[config.mk]
export PLATFORM = sky130hd
export DESIGN_NAME = octal_rr_arbiter
export DESIGN_NICKNAME = d
export VERILOG_FILES = /design/src/rtl/octal_arb_pkg.sv /design/src/rtl/octal_rr_arbiter_rr_pick.sv /design/src/rtl/octal_rr_arbiter.sv
export SDC_FILE = /design/constraint.sdc
export NUM_CORES = 1
export LEC_CHECK = 0
export CELL_PAD_IN_SITES_DETAIL_PLACEMENT = 0
export CELL_PAD_IN_SITES_GLOBAL_PLACEMENT = 1
export CORE_ASPECT_RATIO = 0.6
export CORE_MARGIN = 3
export CORE_UTILIZATION = 35
export CTS_CLUSTER_SIZE = 24
export DETAILED_ROUTE_END_ITERATION = 10
export PLACE_DENSITY_LB_ADDON = 0.1
export SLEW_MARGIN = 20
export SYNTH_ARGS = -nofsm -noshare
export SYNTH_HDL_FRONTEND = slang
export SYNTH_SLANG_ARGS = --single-unit
[constraint.sdc]
create_clock -name clk -period 3.6 [get_ports clk]
set_clock_uncertainty 0.15 [all_clocks]
set_input_delay 0.72 -clock clk [delete_from_list [all_inputs] [get_ports clk]]
set_output_delay 0.72 -clock clk [all_outputs]
set_load 0.05 [all_outputs]
[src/rtl/octal_arb_pkg.sv]
// Shared types and helpers for the 8-way round-robin arbiter.
// Latency: none (definitions only).
// Backpressure: n/a.
package octal_arb_pkg;

    localparam int N_REQ = 8;
    localparam int IDX_W = 3;

    typedef enum logic {
        IDLE = 1'b0,
        HOLD = 1'b1
    } arb_state_e;

    function automatic logic [N_REQ-1:0] onehot_of(input logic [IDX_W-1:0] idx);
        logic [N_REQ-1:0] oh;
        oh      = '0;
        oh[idx] = 1'b1;
        return oh;
    endfunction

endpackage

[src/rtl/octal_rr_arbiter_rr_pick.sv]
// Rotating-priority winner select: first set req bit scanning ptr, ptr+1, ... mod 8.
// Latency: purely combinational.
// Backpressure: none; caller decides when to consume the pick.
module rr_pick
    import octal_arb_pkg::*;
(
    input  logic [N_REQ-1:0] req,
    input  logic [IDX_W-1:0] ptr,
    output logic             any,
    output logic [IDX_W-1:0] win_idx,
    output logic [N_REQ-1:0] win_oh
);

    logic [N_REQ-1:0] rot_req;
    logic [IDX_W-1:0] lo_idx;

    // Rotating right by ptr puts requester ptr at bit 0, so fixed LSB-first
    // priority on the rotated vector realises the round-robin order.
    assign rot_req = N_REQ'({req, req} >> ptr);

    always_comb begin
        lo_idx = '0;
        for (int i = N_REQ - 1; i >= 0; i--) begin
            if (rot_req[i]) begin
                lo_idx = IDX_W'(i);
            end
        end
    end

    assign any     = |req;
    assign win_idx = lo_idx + ptr;
    assign win_oh  = any ? onehot_of(win_idx) : '0;

endmodule

[src/rtl/octal_rr_arbiter.sv]
// Registered 8-way round-robin arbiter with sticky one-hot grant and binary index.
// Latency: req in cycle N -> gnt_valid in N+1; back-to-back grants at one per cycle.
// Backpressure: grant held until out_ready; pointer advances only on handshake.
module octal_rr_arbiter #(
    parameter int N_REQ     = 8,
    parameter int RESET_PTR = 0
) (
    input  logic             clk,
    input  logic             rst_n,
    input  logic [N_REQ-1:0] req,
    input  logic             out_ready,
    output logic [N_REQ-1:0] gnt,
    output logic             gnt_valid,
    output logic [2:0]       gnt_idx
);

    octal_arb_pkg::arb_state_e state_q, state_d;
    logic [2:0]       ptr_q, ptr_d;
    logic [N_REQ-1:0] gnt_q, gnt_d;
    logic [2:0]       gnt_idx_q, gnt_idx_d;
    logic             gnt_valid_q, gnt_valid_d;

    logic             hshk;
    logic [2:0]       pick_ptr;
    logic             pick_any;
    logic [2:0]       pick_idx;
    logic [N_REQ-1:0] pick_oh;

    // On a handshake the next winner is chosen with the post-handshake pointer.
    assign hshk     = (state_q == octal_arb_pkg::HOLD) && out_ready;
    assign pick_ptr = hshk ? gnt_idx_q + 3'd1 : ptr_q;

    rr_pick u_pick (
        .req     (req),
        .ptr     (pick_ptr),
        .any     (pick_any),
        .win_idx (pick_idx),
        .win_oh  (pick_oh)
    );

    always_comb begin
        state_d     = state_q;
        ptr_d       = ptr_q;
        gnt_d       = gnt_q;
        gnt_idx_d   = gnt_idx_q;
        gnt_valid_d = gnt_valid_q;
        case (state_q)
            octal_arb_pkg::IDLE: begin
                if (pick_any) begin
                    state_d     = octal_arb_pkg::HOLD;
                    gnt_d       = pick_oh;
                    gnt_idx_d   = pick_idx;
                    gnt_valid_d = 1'b1;
                end
            end
            octal_arb_pkg::HOLD: begin
                if (out_ready) begin
                    ptr_d = pick_ptr;
                    if (pick_any) begin
                        gnt_d     = pick_oh;
                        gnt_idx_d = pick_idx;
                    end else begin
                        state_d     = octal_arb_pkg::IDLE;
                        gnt_d       = '0;
                        gnt_idx_d   = '0;
                        gnt_valid_d = 1'b0;
                    end
                end
            end
            default: begin
                state_d     = octal_arb_pkg::IDLE;
                gnt_d       = '0;
                gnt_idx_d   = '0;
                gnt_valid_d = 1'b0;
            end
        endcase
    end

    always_ff @(posedge clk or negedge rst_n) begin
        if (!rst_n) begin
            state_q     <= octal_arb_pkg::IDLE;
            ptr_q       <= 3'(RESET_PTR);
            gnt_q       <= '0;
            gnt_idx_q   <= '0;
            gnt_valid_q <= 1'b0;
        end else begin
            state_q     <= state_d;
            ptr_q       <= ptr_d;
            gnt_q       <= gnt_d;
            gnt_idx_q   <= gnt_idx_d;
            gnt_valid_q <= gnt_valid_d;
        end
    end

    assign gnt       = gnt_q;
    assign gnt_valid = gnt_valid_q;
    assign gnt_idx   = gnt_idx_q;

endmodule

==> Changelog: implementation <==
### Physical design

* Status: complete, but fails checks
* Failing checks: setup timing
* R2R Path End: gnt[5]
* Slowest stage delay, CP at 470 ps
* Maximum clock path buffer count at 2
* OpenROAD warnings at 27
* Flop count at 16
* Min-Delay Startpoint: gnt[4]
* Top cells by count: 26 x mux2i_1, 19 x nand2_1, 16 x dfrtp_1
* Hold Path Class: register to register
* Inverters at 3
* Largest area contributor in the netlist: dfrtp_1
* I/O pin count at 23
* Core area at ~0.0033 sq mm
* Yosys top cell by instances: mux2i_1
* Main flop type: dfrtp_1
* Post-synth EDFFs at 0
* Final net count at 217
* Main area contributors: dfrtp_1 32%, mux2i_1 21%, nand3_1 6.0%
* Slowest cell on the critical path: fa_2
* Crit. End Element: register
* Top-area cell type share of the netlist area at 31.8%
* CP startpoint: out_ready
* Root Driver: clkbuf_8
* Pin count of the biggest net entering global routing at 17
* Worst-Skew Late Latency at approximately 240 ps
* DR DRC count at 0
* Layout cells sized above 1 at between 40% and 50%
* Post-Synth Adder-Cell Area at 3.58%
* Slew HR at ~52%
* Stages on worst setup path at 17
* Die width at 83.4 microns
* Mux frac, synth at 22.5%
* Hold Path End: gnt[4]
* Endpoints failing setup at 3
* FP Rows at 16
* Crit start category: input pin
* Buf/Inv on CP at 3
* Initial antenna violation count at 0
* Pre-antenna DRT Iters at 4
* DP Cell Count at ~230
* ClkCell Share at 2.17%
* XOR Share, Synth at 2.09%
* Filler Cell Count at 272
* Place WS at -749 ps
* Actual slew at the worst max-slew pin at ~700 ps
* Cell class ranked first by area: combinational gates
* Vias/cell at about 5.2
* Fmax at 0.276 GHz
* Wire per inst at 15.6 microns
* Fin area at roughly 0.0021 sq mm
* Starting DRT DRC Count at approximately 47
* Area fraction in compound gates at between 10% and 20%
* Hold Crit Depth at 2
* Num tapcells at 45
* ANT nets after route at 0
* First-pass GRT wire length at between 5000 and 6000 microns
* Worst setup path endpoint: gnt[5]
* Count of port buffers added during placement at 22
* Clock Sink Count at 16
* Worst-path maximum fanout at 6
* Total of clock buffers placed in the layout at 4
* Finished Core Util at 62.0%
* Reg2reg setup slack at 10 ps
* Syn Area/Cell at 8.99 sq um
* Die height at 52.5 microns
* Flop share of the area at around a fifth
* Mapped Area at 0.00126 sq mm
* Basic Gates by Area at between 20% and 30%
* CTS clock-pin slew for the worst setup and hold paths at 60 ps
* Antenna Cells at 0
* H-Tree Depth at 1
* Yosys reg bits at 16
* Crit path DAT at 3650 ps
* Main logic family: simple AND/OR/NAND/NOR gates
* Most instantiated logic cells after routing: 39 x buf_4, 21 x clkdlybuf4s50_1, 17 x nand2_1
* Post-synthesis async set-or-reset flop share at 100%
* CP required at 3630 ps
* Hold_ws at 329 ps
* Setup slack after layout at -21.1 ps
* FF-to-FF Start: gnt_idx[0]
* Critical path class: input pin to register
* Total CTS buffers at 3
* Synth unique cells at 36
* Dpl cell area at 0.00173 sq mm
* #MultiIn Comb at 115
* Chip Area, Yosys at 0.00126 sq mm
* Unrepaired setup endpoints after global routing: true
* Routability Congestion at 0.869
* Clock tree from TritonCTS: built
* Buffering overhead at 26.8%
* Synthesized Nets at 154
* Period minus WS final at 3620 ps
* Vias in the first global route at 1251
* Period Utilization, post-route at 101%
* Mapped Cells at between 100 and 150
* DP Wirelength at 2730 microns
* GRT Util Overall at 16.9%
* Total gr overflow at 0
* Fp util at between 30% and 40%
* Final WL at 3860 microns
* Fin Setup TNS at -33.5 ps
* Top cell family by delay on the critical path: multiplexers
* Logic area at ~1000 sq um
[repair_timing]
action,CTS,global route
pin swaps,9,13
gates resized,15,36
hold buffers,0,0
setup endpoints to repair,10,10
endpoints found under the hold margin,0,0
buffers inserted,8,5
[flip-flops by register name (all words and copies together), names as in the netlist]
| name | count |
|---|---|
| ptr_q | 3 |
| state_q | 1 |
| gnt_idx | 3 |
| gnt_valid | 1 |
| gnt | 8 |
[layer usage]
metal	GRT usage (%)	wire (microns)	part of all wire, %	up-vias
met2	28.2	1770	46	20
li1	-	-	-	635
met3	1.41	94	2.4	4
met1	23.9	1960	51	630
met5	0	0	0	-
met4	4.55	35	0.91	0
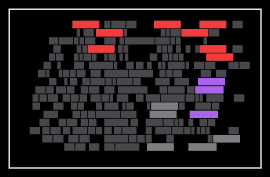
flops_by_reg.png
(3 px per micron)
[red] gnt | flops: 8
[purple] gnt_idx | flops: 3
Seq. cell area: 404 sq um

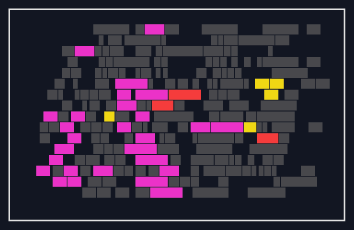
logic_types.png
(4 px per micron)
[magenta] mux cells | cells: 27
[yellow] non-inverting ao/oa cells | cells: 5
[red] fa/ha/maj cells | cells: 3
final cell count without fillers: 247
most frequent logic cell in the layout: buf_4
Comb/total area: 48.1%

